--- src/rtl/decode_execute_pipe_reg_if.sv ---
// Decode->Execute bundle interface: the decode-side bundle and pipeline
// control going into the register, the execute-side bundle and
// performance counters coming out of it.
interface decode_execute_pipe_reg_if #(
  parameter int WORD_W = 64,
  parameter int NIB_W  = 4,
  parameter int CNT_W  = 32
);
  // pipeline control
  logic              stall;
  logic              bubble;
  logic              cnt_clear;

  // decode-stage bundle
  logic              d_valid;
  logic [NIB_W-1:0]  d_icode;
  logic [NIB_W-1:0]  d_ifun;
  logic [NIB_W-1:0]  d_regA;
  logic [NIB_W-1:0]  d_regB;
  logic [NIB_W-1:0]  d_stat;
  logic [WORD_W-1:0] d_valC;
  logic [WORD_W-1:0] d_valP;
  logic [WORD_W-1:0] d_valA;
  logic [WORD_W-1:0] d_valB;

  // execute-stage bundle
  logic              e_valid;
  logic [NIB_W-1:0]  e_icode;
  logic [NIB_W-1:0]  e_ifun;
  logic [NIB_W-1:0]  e_regA;
  logic [NIB_W-1:0]  e_regB;
  logic [NIB_W-1:0]  e_stat;
  logic [WORD_W-1:0] e_valC;
  logic [WORD_W-1:0] e_valP;
  logic [WORD_W-1:0] e_valA;
  logic [WORD_W-1:0] e_valB;

  // performance counters
  logic [CNT_W-1:0]  stall_cnt;
  logic [CNT_W-1:0]  bubble_cnt;

  // Driver side: pipeline control unit plus decode stage.
  modport master (
    output stall, bubble, cnt_clear,
    output d_valid, d_icode, d_ifun, d_regA, d_regB, d_stat,
    output d_valC, d_valP, d_valA, d_valB,
    input  e_valid, e_icode, e_ifun, e_regA, e_regB, e_stat,
    input  e_valC, e_valP, e_valA, e_valB,
    input  stall_cnt, bubble_cnt
  );

  // The pipeline register itself.
  modport slave (
    input  stall, bubble, cnt_clear,
    input  d_valid, d_icode, d_ifun, d_regA, d_regB, d_stat,
    input  d_valC, d_valP, d_valA, d_valB,
    output e_valid, e_icode, e_ifun, e_regA, e_regB, e_stat,
    output e_valC, e_valP, e_valA, e_valB,
    output stall_cnt, bubble_cnt
  );
endinterface

--- src/rtl/decode_execute_pipe_reg.sv ---
// Y86 Decode->Execute pipeline register with stall/bubble control and
// saturating stall/bubble event counters. Every output is a flop.
// Edge priority: reset > bubble > stall > load. cnt_clear only touches
// the counters and beats any same-cycle count event.
module decode_execute_pipe_reg #(
  parameter int               WORD_W      = 64,
  parameter int               NIB_W       = 4,
  parameter int               CNT_W       = 32,
  parameter logic [NIB_W-1:0] NOP_ICODE   = 4'h1,
  parameter logic [NIB_W-1:0] RNONE       = 4'hF,
  parameter logic [NIB_W-1:0] BUBBLE_STAT = 4'h1
) (
  input  logic                      clock,
  input  logic                      reset,
  decode_execute_pipe_reg_if.slave  bus
);

  typedef struct packed {
    logic              valid;
    logic [NIB_W-1:0]  icode;
    logic [NIB_W-1:0]  ifun;
    logic [NIB_W-1:0]  regA;
    logic [NIB_W-1:0]  regB;
    logic [NIB_W-1:0]  stat;
    logic [WORD_W-1:0] valC;
    logic [WORD_W-1:0] valP;
    logic [WORD_W-1:0] valA;
    logic [WORD_W-1:0] valB;
  } bundle_t;

  localparam logic [CNT_W-1:0] CNT_MAX  = {CNT_W{1'b1}};
  localparam logic [CNT_W-1:0] CNT_ZERO = {CNT_W{1'b0}};
  localparam logic [CNT_W-1:0] CNT_ONE  = {{(CNT_W-1){1'b0}}, 1'b1};

  // Bundle injected on reset and on bubble: a non-valid NOP.
  function automatic bundle_t nop_bundle();
    bundle_t b;
    b.valid = 1'b0;
    b.icode = NOP_ICODE;
    b.ifun  = {NIB_W{1'b0}};
    b.regA  = RNONE;
    b.regB  = RNONE;
    b.stat  = BUBBLE_STAT;
    b.valC  = {WORD_W{1'b0}};
    b.valP  = {WORD_W{1'b0}};
    b.valA  = {WORD_W{1'b0}};
    b.valB  = {WORD_W{1'b0}};
    return b;
  endfunction

  // Saturating increment: stays at the maximum instead of wrapping.
  function automatic logic [CNT_W-1:0] sat_inc(input logic [CNT_W-1:0] v);
    if (v == CNT_MAX) begin
      return v;
    end else begin
      return v + CNT_ONE;
    end
  endfunction

  bundle_t          bundle_q;
  bundle_t          bundle_d;
  bundle_t          d_bundle_s;
  logic [CNT_W-1:0] stall_cnt_q;
  logic [CNT_W-1:0] stall_cnt_d;
  logic [CNT_W-1:0] bubble_cnt_q;
  logic [CNT_W-1:0] bubble_cnt_d;
  logic             stall_evt_s;
  logic             bubble_evt_s;

  // Gather the decode-side fields into one bundle.
  always_comb begin
    d_bundle_s.valid = bus.d_valid;
    d_bundle_s.icode = bus.d_icode;
    d_bundle_s.ifun  = bus.d_ifun;
    d_bundle_s.regA  = bus.d_regA;
    d_bundle_s.regB  = bus.d_regB;
    d_bundle_s.stat  = bus.d_stat;
    d_bundle_s.valC  = bus.d_valC;
    d_bundle_s.valP  = bus.d_valP;
    d_bundle_s.valA  = bus.d_valA;
    d_bundle_s.valB  = bus.d_valB;
  end

  // Next bundle: bubble beats stall, stall beats load.
  always_comb begin
    bundle_d = bundle_q;
    if (bus.bubble) begin
      bundle_d = nop_bundle();
    end else if (bus.stall) begin
      bundle_d = bundle_q;
    end else begin
      bundle_d = d_bundle_s;
    end
  end

  // A stall only counts when it actually holds, i.e. no bubble that cycle.
  always_comb begin
    bubble_evt_s = bus.bubble;
    stall_evt_s  = bus.stall & ~bus.bubble;
  end

  // Next counter values: clear wins over any same-cycle event.
  always_comb begin
    stall_cnt_d  = stall_cnt_q;
    bubble_cnt_d = bubble_cnt_q;
    if (bus.cnt_clear) begin
      stall_cnt_d  = CNT_ZERO;
      bubble_cnt_d = CNT_ZERO;
    end else begin
      if (stall_evt_s) begin
        stall_cnt_d = sat_inc(stall_cnt_q);
      end else begin
        stall_cnt_d = stall_cnt_q;
      end
      if (bubble_evt_s) begin
        bubble_cnt_d = sat_inc(bubble_cnt_q);
      end else begin
        bubble_cnt_d = bubble_cnt_q;
      end
    end
  end

  // State update; synchronous reset overrides everything on its edge.
  always_ff @(posedge clock) begin
    if (reset) begin
      bundle_q     <= nop_bundle();
      stall_cnt_q  <= CNT_ZERO;
      bubble_cnt_q <= CNT_ZERO;
    end else begin
      bundle_q     <= bundle_d;
      stall_cnt_q  <= stall_cnt_d;
      bubble_cnt_q <= bubble_cnt_d;
    end
  end

  // Outputs straight from the flops.
  always_comb begin
    bus.e_valid    = bundle_q.valid;
    bus.e_icode    = bundle_q.icode;
    bus.e_ifun     = bundle_q.ifun;
    bus.e_regA     = bundle_q.regA;
    bus.e_regB     = bundle_q.regB;
    bus.e_stat     = bundle_q.stat;
    bus.e_valC     = bundle_q.valC;
    bus.e_valP     = bundle_q.valP;
    bus.e_valA     = bundle_q.valA;
    bus.e_valB     = bundle_q.valB;
    bus.stall_cnt  = stall_cnt_q;
    bus.bubble_cnt = bubble_cnt_q;
  end

endmodule

--- src/flat_wrapper.sv ---
// flat-port wrapper written by rule: the top's interface ports become plain ports
module decode_execute_pipe_reg_flat 
#(
  parameter int               WORD_W      = 64,
  parameter int               NIB_W       = 4,
  parameter int               CNT_W       = 32,
  parameter logic [NIB_W-1:0] NOP_ICODE   = 4'h1,
  parameter logic [NIB_W-1:0] RNONE       = 4'hF,
  parameter logic [NIB_W-1:0] BUBBLE_STAT = 4'h1
)
  (clock, reset, bus_stall, bus_bubble, bus_cnt_clear, bus_d_valid, bus_d_icode, bus_d_ifun, bus_d_regA, bus_d_regB, bus_d_stat, bus_d_valC, bus_d_valP, bus_d_valA, bus_d_valB, bus_e_valid, bus_e_icode, bus_e_ifun, bus_e_regA, bus_e_regB, bus_e_stat, bus_e_valC, bus_e_valP, bus_e_valA, bus_e_valB, bus_stall_cnt, bus_bubble_cnt);
  decode_execute_pipe_reg_if #(.WORD_W(WORD_W), .NIB_W(NIB_W), .CNT_W(CNT_W)) bus_i ();
  input  logic clock;
  input  logic reset;
  input wire logic [$bits(bus_i.stall)-1:0] bus_stall;
  input wire logic [$bits(bus_i.bubble)-1:0] bus_bubble;
  input wire logic [$bits(bus_i.cnt_clear)-1:0] bus_cnt_clear;
  input wire logic [$bits(bus_i.d_valid)-1:0] bus_d_valid;
  input wire logic [$bits(bus_i.d_icode)-1:0] bus_d_icode;
  input wire logic [$bits(bus_i.d_ifun)-1:0] bus_d_ifun;
  input wire logic [$bits(bus_i.d_regA)-1:0] bus_d_regA;
  input wire logic [$bits(bus_i.d_regB)-1:0] bus_d_regB;
  input wire logic [$bits(bus_i.d_stat)-1:0] bus_d_stat;
  input wire logic [$bits(bus_i.d_valC)-1:0] bus_d_valC;
  input wire logic [$bits(bus_i.d_valP)-1:0] bus_d_valP;
  input wire logic [$bits(bus_i.d_valA)-1:0] bus_d_valA;
  input wire logic [$bits(bus_i.d_valB)-1:0] bus_d_valB;
  output wire logic [$bits(bus_i.e_valid)-1:0] bus_e_valid;
  output wire logic [$bits(bus_i.e_icode)-1:0] bus_e_icode;
  output wire logic [$bits(bus_i.e_ifun)-1:0] bus_e_ifun;
  output wire logic [$bits(bus_i.e_regA)-1:0] bus_e_regA;
  output wire logic [$bits(bus_i.e_regB)-1:0] bus_e_regB;
  output wire logic [$bits(bus_i.e_stat)-1:0] bus_e_stat;
  output wire logic [$bits(bus_i.e_valC)-1:0] bus_e_valC;
  output wire logic [$bits(bus_i.e_valP)-1:0] bus_e_valP;
  output wire logic [$bits(bus_i.e_valA)-1:0] bus_e_valA;
  output wire logic [$bits(bus_i.e_valB)-1:0] bus_e_valB;
  output wire logic [$bits(bus_i.stall_cnt)-1:0] bus_stall_cnt;
  output wire logic [$bits(bus_i.bubble_cnt)-1:0] bus_bubble_cnt;
  assign bus_i.stall = bus_stall;
  assign bus_i.bubble = bus_bubble;
  assign bus_i.cnt_clear = bus_cnt_clear;
  assign bus_i.d_valid = bus_d_valid;
  assign bus_i.d_icode = bus_d_icode;
  assign bus_i.d_ifun = bus_d_ifun;
  assign bus_i.d_regA = bus_d_regA;
  assign bus_i.d_regB = bus_d_regB;
  assign bus_i.d_stat = bus_d_stat;
  assign bus_i.d_valC = bus_d_valC;
  assign bus_i.d_valP = bus_d_valP;
  assign bus_i.d_valA = bus_d_valA;
  assign bus_i.d_valB = bus_d_valB;
  assign bus_e_valid = bus_i.e_valid;
  assign bus_e_icode = bus_i.e_icode;
  assign bus_e_ifun = bus_i.e_ifun;
  assign bus_e_regA = bus_i.e_regA;
  assign bus_e_regB = bus_i.e_regB;
  assign bus_e_stat = bus_i.e_stat;
  assign bus_e_valC = bus_i.e_valC;
  assign bus_e_valP = bus_i.e_valP;
  assign bus_e_valA = bus_i.e_valA;
  assign bus_e_valB = bus_i.e_valB;
  assign bus_stall_cnt = bus_i.stall_cnt;
  assign bus_bubble_cnt = bus_i.bubble_cnt;
  decode_execute_pipe_reg #(.WORD_W(WORD_W), .NIB_W(NIB_W), .CNT_W(CNT_W), .NOP_ICODE(NOP_ICODE), .RNONE(RNONE), .BUBBLE_STAT(BUBBLE_STAT)) u_core (.clock(clock), .reset(reset), .bus(bus_i));
endmodule
--- config.mk ---
export PLATFORM = sky130hd
export DESIGN_NAME = decode_execute_pipe_reg_flat
export DESIGN_NICKNAME = d
export VERILOG_FILES = /design/src/rtl/decode_execute_pipe_reg_if.sv /design/src/rtl/decode_execute_pipe_reg.sv /design/src/flat_wrapper.sv
export SDC_FILE = /design/constraint.sdc
export NUM_CORES = 1
export LEC_CHECK = 0
export CAP_MARGIN = 20
export CORE_AREA = 3 3 245 247
export CTS_BUF_LIST = sky130_fd_sc_hd__clkbuf_4 sky130_fd_sc_hd__clkbuf_8
export CTS_CLUSTER_DIAMETER = 100
export CTS_CLUSTER_SIZE = 24
export DETAILED_ROUTE_END_ITERATION = 7
export DIE_AREA = 0 0 248 250
export PLACE_DENSITY = 0.55
export SKIP_CTS_REPAIR_TIMING = 1
export SLEW_MARGIN = 20
export SYNTH_ARGS = -nofsm -noshare
export SYNTH_HDL_FRONTEND = slang
export SYNTH_SLANG_ARGS = --single-unit
--- constraint.sdc ---
create_clock -name clock -period 3.26 [get_ports clock]
set_input_delay 0.652 -clock clock [delete_from_list [all_inputs] [get_ports clock]]
set_output_delay 0.652 -clock clock [all_outputs]
set_load 0.01 [all_outputs]
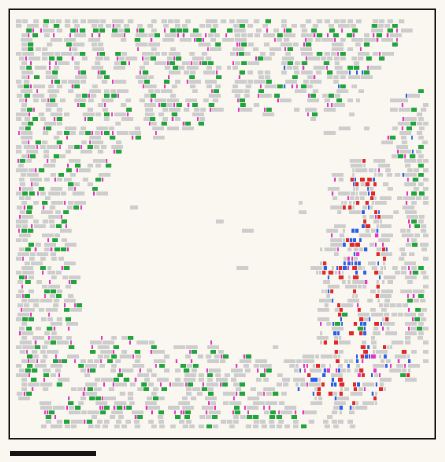
*Selected gate families, run 1*
The bar under the picture is 50 um long.
legend:
  green:
    family: multiplexers
    cells: 281
    where: widely spread
  magenta:
    family: NOR gates
    cells: 301
    where: widely spread
  red:
    family: AND and OR gates
    cells: 71
  blue:
    family: NAND gates
    cells: 81
logic share of the area: 27.9%
most used logic cell in the final layout: clkdlybuf4s50_1
final cell count without fillers: 2632

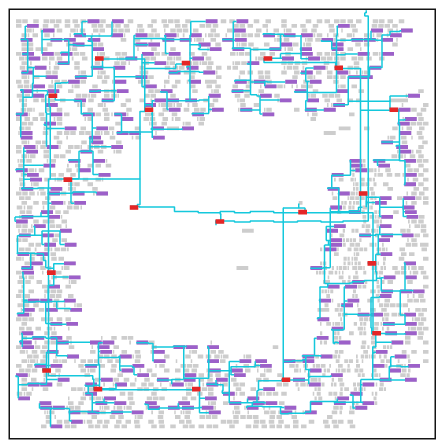
*Routed clock nets over the placement, run 1*
legend:
  cyan:
    item: clock wires
    length: 4630 um
  purple:
    item: flip-flops
    count: 341
  red:
    item: cells driving clock nets
    count: 19
routed clock nets: 20

==> flow_metrics.env, run 1 <==
# implementation run metrics
export IMPL_fin_crit_ns=2.64
export IMPL_yosys_stat_seqShare_pct=53.4
export IMPL_dr_pass1_iters=4
export IMPL_place_area_sq_um=19900
export IMPL_clockBufferCount=21
export IMPL_synth_top_area_share_pct=53.4
export IMPL_topCellsByArea="dfxtp_1 (53%), mux2i_1 (22%), nor2_1 (8.6%)"
export IMPL_async_flop_share_pct=0
export IMPL_fa_ha_area_share_pct=0.196
export IMPL_fmax_mhz=378
export IMPL_wl_met1_um=18900
export IMPL_antenna_cells=2
export IMPL_core_sq_um=57800
export IMPL_clkTransAtPathRegs_ns=0.15
export IMPL_port_buffers=622
export IMPL_worst_path_most_repeated_cell="or4_1"
export IMPL_io_pins=623
export IMPL_crit_path_start_kind="flop"
export IMPL_place_hpwl_um=36300
export IMPL_worstPathRequired_ns=3.81
export IMPL_hold_violations=0
export IMPL_drc=0
export IMPL_n_all_inverters=4
export IMPL_reg2reg_from="u_core.bus.bubble_cnt[0]$_SDFFE_PP0P_"
export IMPL_clock_area_share_pct=1.76
export IMPL_powerDensity_nw_per_um2=372
export IMPL_postLayoutCoreUtil_pct=35.0
export IMPL_ys_warn_count=0
export IMPL_clk_latency_ns=0.59
export IMPL_yosys_cells=1277
export IMPL_post_place_ws_ns=0.465
export IMPL_status="completed"
export IMPL_simple_gate_share_pct=15.9
export IMPL_top_usage_layer="met2"
export IMPL_edf_count=0
export IMPL_n_all_buffers=639
export IMPL_leakagePower_nw=7.76
export IMPL_dr_wl_met2_um=24400
export IMPL_synth_cell_types=43
export IMPL_yosys_area_sq_um=12800
export IMPL_setup_tns_ns=0
export IMPL_initCoreUtil_pct=22.1
export IMPL_nNetsFinal=2143
export IMPL_synthMuxAreaShare_pct=22.0
export IMPL_worst_pin_slew_ns=1.15
export IMPL_antenna_found_initial=4
export IMPL_ant_nets=0
export IMPL_r2r_cells=6
export IMPL_crit_buf_inv=0
export IMPL_synth_area_sq_um=12800
export IMPL_grt_met3_usage_pct=3.93
export IMPL_nMultiInputCombCells=854
export IMPL_grt_setup_unrepaired="no"
export IMPL_dp_cells=2603
export IMPL_critPathLaunch="u_core.bus.bubble_cnt[0]$_SDFFE_PP0P_"
export IMPL_cts_root_buffer="clkbuf_8"
export IMPL_grt_use_met1_pct=17.2
export IMPL_lay_top_cells="clkdlybuf4s50_1 (621), dfxtp_1 (341), nor2_1 (293), mux2i_1 (281), nand2_1 (42)"
export IMPL_highest_layer="met5"
export IMPL_nonClkBufAreaFrac_pct=31.8
export IMPL_die_width_um=248
export IMPL_largestClassByArea="sequential cells"
export IMPL_finalCritPeriodShare_pct=81.1
export IMPL_seq_area_share_pct=33.7
export IMPL_flop_cell="dfxtp_1"
export IMPL_combPwrFrac_pct=14.6
export IMPL_maxPowerGroup="registers"
export IMPL_use_met2_pct=26.1
export IMPL_synth_area_leader_cell="dfxtp_1"
export IMPL_ir_drop_v=0.000292
export IMPL_cpLargestDelayFamily="simple AND/OR/NAND/NOR gates"
export IMPL_slew_headroom_pct=23.3
export IMPL_tapCellCount=765
export IMPL_slowest_delay_ns=0.66
export IMPL_aoi_share_pct=4.80
export IMPL_top_cell="dfxtp_1"
export IMPL_fp_nets=1561
export IMPL_place_gp_congestion=0.854
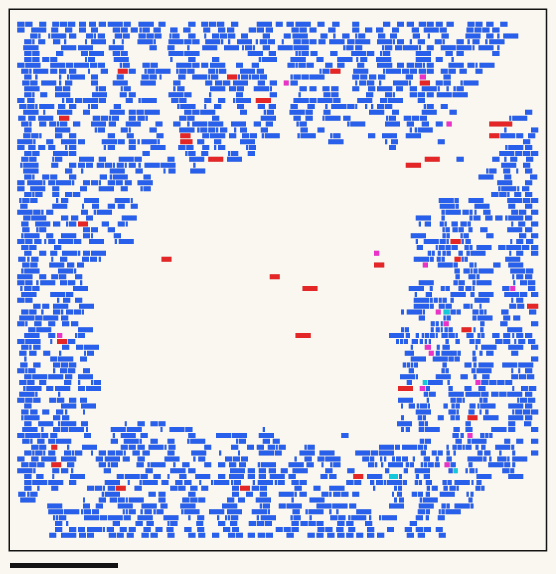
*Drive-strength map, run 1*
The bar under the picture is 50 um long.
legend:
  cyan:
    size: drive 2
    cells: 4
    share: 0.21%
  blue:
    size: drive 1 or less
    cells: 1815
    share: 97%
  red:
    size: drive 6 and up
    cells: 31
    share: 1.7%
  magenta:
    size: drive 3 to 4
    cells: 15
    share: 0.80%

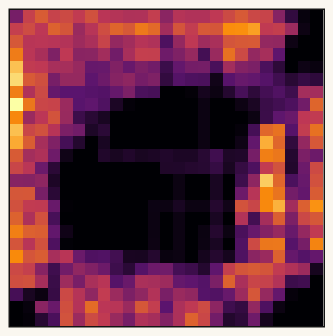
*Wiring heat map, run 1*
25 x 25 tiles, from black (low) to pale yellow (high), scaled to the fullest tile. Values are wire area over tile area, all layers added.
tiles over half the peak: 22%
densest ninth of the die: top left
nearly empty tiles: 21%
emptiest ninth of the die: middle
fullest tile: 0.43
mean over tiles: 0.12
gr usage total: 14.5%
DRT Wirelength: 47500 um
via count: 11300
WL/cell: 18.0 um

### Cell outlines without signal wires, run 1

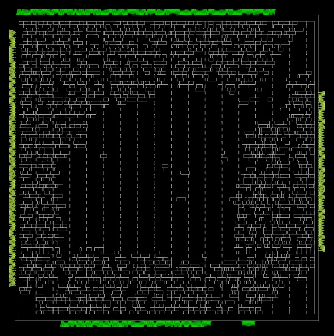

--- run 2 (diff from run 1) ---
--- a/config.mk
+++ b/config.mk
@@ -6,13 +6,13 @@
 export NUM_CORES = 1
 export LEC_CHECK = 0
 export CAP_MARGIN = 20
-export CORE_AREA = 3 3 245 247
+export CORE_AREA = 3 3 244 246
 export CTS_BUF_LIST = sky130_fd_sc_hd__clkbuf_4 sky130_fd_sc_hd__clkbuf_8
 export CTS_CLUSTER_DIAMETER = 100
 export CTS_CLUSTER_SIZE = 24
 export DETAILED_ROUTE_END_ITERATION = 7
-export DIE_AREA = 0 0 248 250
-export PLACE_DENSITY = 0.55
+export DIE_AREA = 0 0 247 249
+export PLACE_DENSITY = 0.57
 export SKIP_CTS_REPAIR_TIMING = 1
 export SLEW_MARGIN = 20
 export SYNTH_ARGS = -nofsm -noshare
==> constraint.sdc (replaced) <==
create_clock -name clock -period 2.4 [get_ports clock]
set_input_delay 0.48 -clock clock [delete_from_list [all_inputs] [get_ports clock]]
set_output_delay 0.48 -clock clock [all_outputs]
set_load 0.01 [all_outputs]
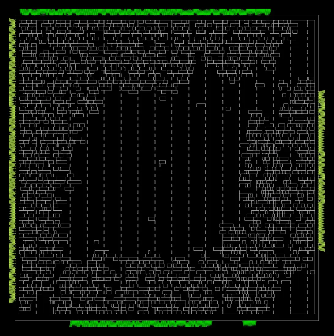
*Cell outlines without signal wires, run 2*
flop share of the area: 32.9%
final cell count without fillers: 2685
Tapcell Cnt: 765
# fillers: 5821
CORE AREA: 57600 sq um

==> run 2 against run 1 <==
Via count grew 2.3%. Critical path depth is the same. Sequential cell count is the same. Count of clock-buffer cells in the layout grew 1. Critical path type unchanged. Critical endpoint is now u_core.bus.bubble_cnt[26]$_SDFFE_PP0P_.
==> flow_metrics.env, run 2 <==
# implementation run metrics
export IMPL_maxPowerGroup="registers"
export IMPL_place_hpwl_um=36900
export IMPL_powerDensity_nw_per_um2=503
export IMPL_synth_area_leader_cell="dfxtp_1"
export IMPL_place_area_sq_um=20300
export IMPL_ir_drop_v=0.000337
export IMPL_postLayoutCoreUtil_pct=36.0
export IMPL_dr_pass1_iters=6
export IMPL_r2r_cells=6
export IMPL_yosys_stat_seqShare_pct=53.4
export IMPL_io_pins=623
export IMPL_layout_top_cell="clkdlybuf4s50_1"
export IMPL_grt_setup_unrepaired="no"
export IMPL_aoi_share_pct=4.80
export IMPL_nNetsFinal=2193
export IMPL_fmax_mhz=439
export IMPL_grt_met3_usage_pct=4.41
export IMPL_vias=11600
export IMPL_cts_root_buffer="clkbuf_8"
export IMPL_top_cell="dfxtp_1"
export IMPL_finalCritPeriodShare_pct=94.8
export IMPL_fa_ha_area_share_pct=0.196
export IMPL_dp_cells=2651
export IMPL_n_all_inverters=4
export IMPL_antenna_found_initial=5
export IMPL_nMultiInputCombCells=854
export IMPL_largestClassByArea="non-clock buffers"
export IMPL_worstPathRequired_ns=2.92
export IMPL_combPwrFrac_pct=14.6
export IMPL_hold_violations=0
export IMPL_top_usage_layer="met2"
export IMPL_routed_wl_um=47600
export IMPL_flop_cell="dfxtp_1"
export IMPL_crit_path_start_kind="flop"
export IMPL_drc=0
export IMPL_dr_wl_met2_um=24000
export IMPL_edf_count=0
export IMPL_fp_nets=1561
export IMPL_use_met2_pct=26.2
export IMPL_worst_pin_slew_ns=0.639
export IMPL_post_place_ws_ns=-0.0487
export IMPL_synth_top_area_share_pct=53.4
export IMPL_n_all_buffers=687
export IMPL_synth_area_sq_um=12800
export IMPL_grt_use_met1_pct=16.2
export IMPL_critPathLaunch="u_core.bus.bubble_cnt[0]$_SDFFE_PP0P_"
export IMPL_yosys_cells=1277
export IMPL_topCellsByArea="dfxtp_1 (53%), mux2i_1 (22%), nor2_1 (8.6%)"
export IMPL_reg2reg_from="u_core.bus.bubble_cnt[0]$_SDFFE_PP0P_"
export IMPL_clockBufferCount=22
export IMPL_slew_headroom_pct=57.4
export IMPL_clk_latency_ns=0.63
export IMPL_synthMuxAreaShare_pct=22.0
export IMPL_post_drt_wl_per_cell_um=17.7
export IMPL_simple_gate_share_pct=15.9
export IMPL_initCoreUtil_pct=22.2
export IMPL_highest_layer="met5"
export IMPL_clock_area_share_pct=2.07
export IMPL_sh_comb_area_pct=27.3
export IMPL_leakagePower_nw=8.03
export IMPL_grt_usage_pct=14.6
export IMPL_status="completed"
export IMPL_ys_warn_count=0
export IMPL_async_flop_share_pct=0
export IMPL_cpLargestDelayFamily="simple AND/OR/NAND/NOR gates"
export IMPL_ant_nets=0
export IMPL_port_buffers=622
export IMPL_lay_top_cells="clkdlybuf4s50_1 (621), dfxtp_1 (339), nor2_1 (293), mux2i_1 (281), buf_4 (55)"
export IMPL_antenna_cells=4
export IMPL_fin_crit_ns=2.28
export IMPL_setup_tns_ns=0
export IMPL_holdWs_ns=0.245
export IMPL_wl_met1_um=18200
export IMPL_die_width_um=247
export IMPL_place_gp_congestion=0.828
export IMPL_slowest_delay_ns=0.56
### Selected gate families, run 2

The bar under the picture is 50 um long.
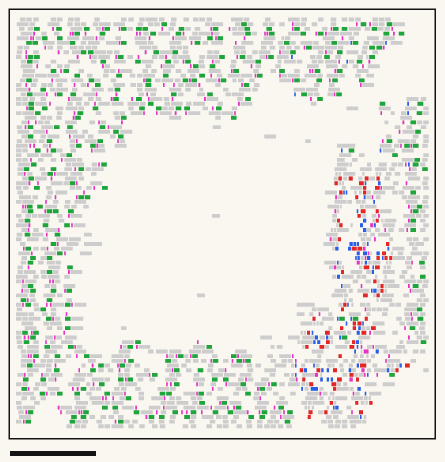

--- run 3 (diff from run 2) ---
--- a/config.mk
+++ b/config.mk
@@ -12,7 +12,7 @@
 export CTS_CLUSTER_SIZE = 24
 export DETAILED_ROUTE_END_ITERATION = 7
 export DIE_AREA = 0 0 247 249
-export PLACE_DENSITY = 0.57
+export PLACE_DENSITY = 0.54
 export SKIP_CTS_REPAIR_TIMING = 1
 export SLEW_MARGIN = 20
 export SYNTH_ARGS = -nofsm -noshare
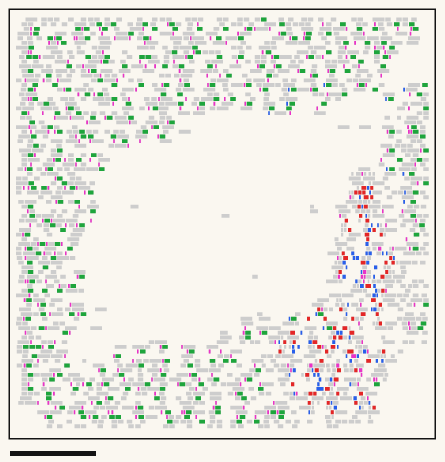
*Selected gate families, run 3*
The bar under the picture is 50 um long.
legend:
  red:
    family: AND and OR gates
    cells: 71
  green:
    family: multiplexers
    cells: 281
    where: widely spread
  blue:
    family: NAND gates
    cells: 81
  magenta:
    family: NOR gates
    cells: 301
    where: widely spread
logic share of the area: 27.4%
final cell count without fillers: 2674

==> run 3 against run 2 <==
Count of clock-buffer cells in the layout unchanged. Combinational power about the same. Synthesized area unchanged. First-iteration DRC count decreased by 15%. Total power increased by 0.25%. Register-to-register slack improved by 0.04 ns. Sequential cell count unchanged. Sequential share of layout area increased by 0.15 points. Via count decreased by 0.32%. Core utilization decreased by 0.16 points. Largest power group unchanged.
==> flow_metrics.env, run 3 <==
# implementation run metrics
export IMPL_status="completed"
export IMPL_fp_nets=1561
export IMPL_use_met2_pct=26.6
export IMPL_critPathLaunch="u_core.bus.bubble_cnt[0]$_SDFFE_PP0P_"
export IMPL_initCoreUtil_pct=22.2
export IMPL_highest_layer="met4"
export IMPL_fin_crit_ns=2.24
export IMPL_simple_gate_share_pct=15.9
export IMPL_layout_top_cell="clkdlybuf4s50_1"
export IMPL_clock_area_share_pct=2.00
export IMPL_ir_drop_v=0.000337
export IMPL_flop_cell="dfxtp_1"
export IMPL_grt_usage_pct=14.6
export IMPL_dr_pass1_iters=4
export IMPL_die_width_um=247
export IMPL_lay_top_cells="clkdlybuf4s50_1 (621), dfxtp_1 (339), nor2_1 (293), mux2i_1 (281), buf_4 (46)"
export IMPL_fa_ha_area_share_pct=0.196
export IMPL_powerDensity_nw_per_um2=506
export IMPL_setup_tns_ns=0
export IMPL_vias=11500
export IMPL_ant_nets=0
export IMPL_port_buffers=622
export IMPL_hold_violations=0
export IMPL_fmax_mhz=447
export IMPL_antenna_found_initial=2
export IMPL_yosys_cells=1277
export IMPL_synth_area_sq_um=12800
export IMPL_yosys_stat_seqShare_pct=53.4
export IMPL_r2r_cells=6
export IMPL_antenna_cells=2
export IMPL_grt_use_met1_pct=16.3
export IMPL_io_pins=623
export IMPL_crit_path_start_kind="flop"
export IMPL_top_cell="dfxtp_1"
export IMPL_dp_cells=2642
export IMPL_tapCellCount=765
export IMPL_async_flop_share_pct=0
export IMPL_worstPathRequired_ns=2.95
export IMPL_wl_met1_um=18300
export IMPL_nMultiInputCombCells=854
export IMPL_clk_latency_ns=0.62
export IMPL_cpLargestDelayFamily="simple AND/OR/NAND/NOR gates"
export IMPL_core_sq_um=57600
export IMPL_finalCritPeriodShare_pct=93.2
export IMPL_worst_pin_slew_ns=0.811
export IMPL_seq_area_share_pct=33.1
export IMPL_dr_wl_met2_um=24100
export IMPL_cts_root_buffer="clkbuf_8"
export IMPL_n_all_buffers=678
export IMPL_place_hpwl_um=36900
export IMPL_postLayoutCoreUtil_pct=35.9
export IMPL_holdWs_ns=0.374
export IMPL_drc=0
export IMPL_combPwrFrac_pct=14.6
export IMPL_synth_area_leader_cell="dfxtp_1"
export IMPL_n_all_inverters=4
export IMPL_synthMuxAreaShare_pct=22.0
export IMPL_post_place_ws_ns=0.0291
export IMPL_topCellsByArea="dfxtp_1 (53%), mux2i_1 (22%), nor2_1 (8.6%)"
export IMPL_slowest_delay_ns=0.56
export IMPL_aoi_share_pct=4.80
export IMPL_clockBufferCount=22
Power and IR drop assume default switching activity.
